Design alu_sequencer, sky130hd; sources not shown.
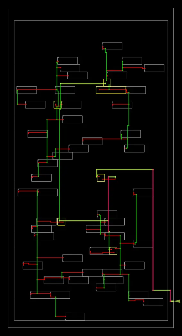
**Above:** the clock network.
Late-Pin Clk Latency: 0.37 ns
Clock net power: 390 uW
clock sink total: 48

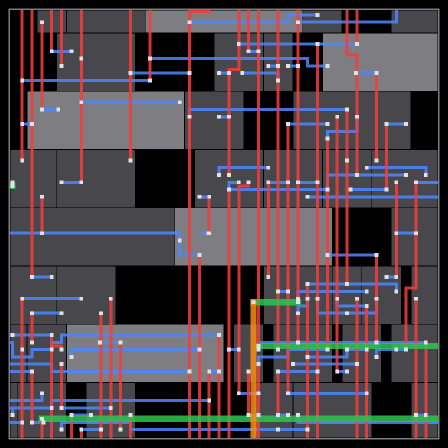
**Above:** close-up of the layout.
Window x 36 to 56, y 79 to 99 um. Cells in gray, sequential cells in the stronger gray; small squares are vias.
| color | layer |
|---|---|
| green | metal 3 |
| blue | metal 1 |
| red | metal 2 |
| orange | metal 4 |
sequential cells in the window: 4
most frequent: clkdlybuf4s50_1 (5), dfxtp_1 (4), and3_1 (3)
cells with their middle in the window: 31

==> job_summary.md <==
## PnR job results

| Metric | Value |
|---|---|
| Outcome | `finished clean` |
| Post-Route Skew | `0.00653 ns` |
| Synthesized area per cell | `7.63 um2` |
| Max stage delay on crit path | `slightly below 0.6 ns` |
| Total track usage | `0.235` |
| Hold-fix buffers, CTS | `0` |
| Area leader share | `0.355` |
| Adder share | `0.00462` |
| Setup TNS | `0 ns` |
| GRT busiest layer | `met2` |
| Vias in the first global route | `~2800` |
| CTS buffer count | `5` |
| Seq. pwr | `between 700 and 800 uW` |
| Stage-log warning count | `26` |
| Ys cells | `355` |
| Layout Cells excl Fill | `between 500 and 600` |
| Min Tclk post-route | `roughly 2.6 ns` |
| Logic pwr share | `0.181` |
| Synth logic family | `simple AND/OR/NAND/NOR gates` |
| DP HPWL | `around 6600 um` |
| Bufs on Longest Clock Path | `2` |
| Die Width | `roughly 60 um` |
| Mux share | `0.0263` |
| Initial core utilization | `0.426` |
| Port bufs | `between 100 and 150` |
| CP startpoint kind | `flop` |
| Final Hold Fails | `0` |
| Synth warn | `0` |
| Stages on worst setup path | `6` |
| Grt total ovfl | `0` |
| LEAKAGE | `0.00141 uW` |
| Yosys stat chip area | `approximately 2700 um2` |
| Slew headroom | `0.341` |
| RD Place Congestion | `0.844` |
| Via/cell ratio | `between 5 and 6` |
| CP max stage cell | `clkdlybuf4s50_1` |
| Clock-cell share of area | `0.0166` |
| Met1 Track Usage GR | `0.221` |
| Sequential share of power | `0.535` |
| Metal-1 WL | `about 2800 um` |
| Layout cells sized above 1 | `0.0542` |
| H-tree depth | `2` |
| Top cells by area | `dfxtp_1 (35%), nand2_1 (12%), buf_4 (8.9%), a21oi_1 (6.3%), nor2b_1 (2.8%)` |
| Post-Route Utilization | `0.639` |
| Synth Flop Type | `dfxtp_1` |
| Cells after Synth | `between 300 and 400` |
| GR met2 Demand/Resource | `0.438` |
| Unique cell types | `43` |
| Worst Hold Class | `in2reg` |
| Top delay family on crit path | `simple AND/OR/NAND/NOR gates` |
| Dpl cells | `approximately 540` |
| Crit. End Element | `primary output` |
| Root buf cell | `clkbuf_4` |
| TritonRoute pass-1 iters | `4` |
Power figures rest on the tool's default switching activity, not on a simulated workload.
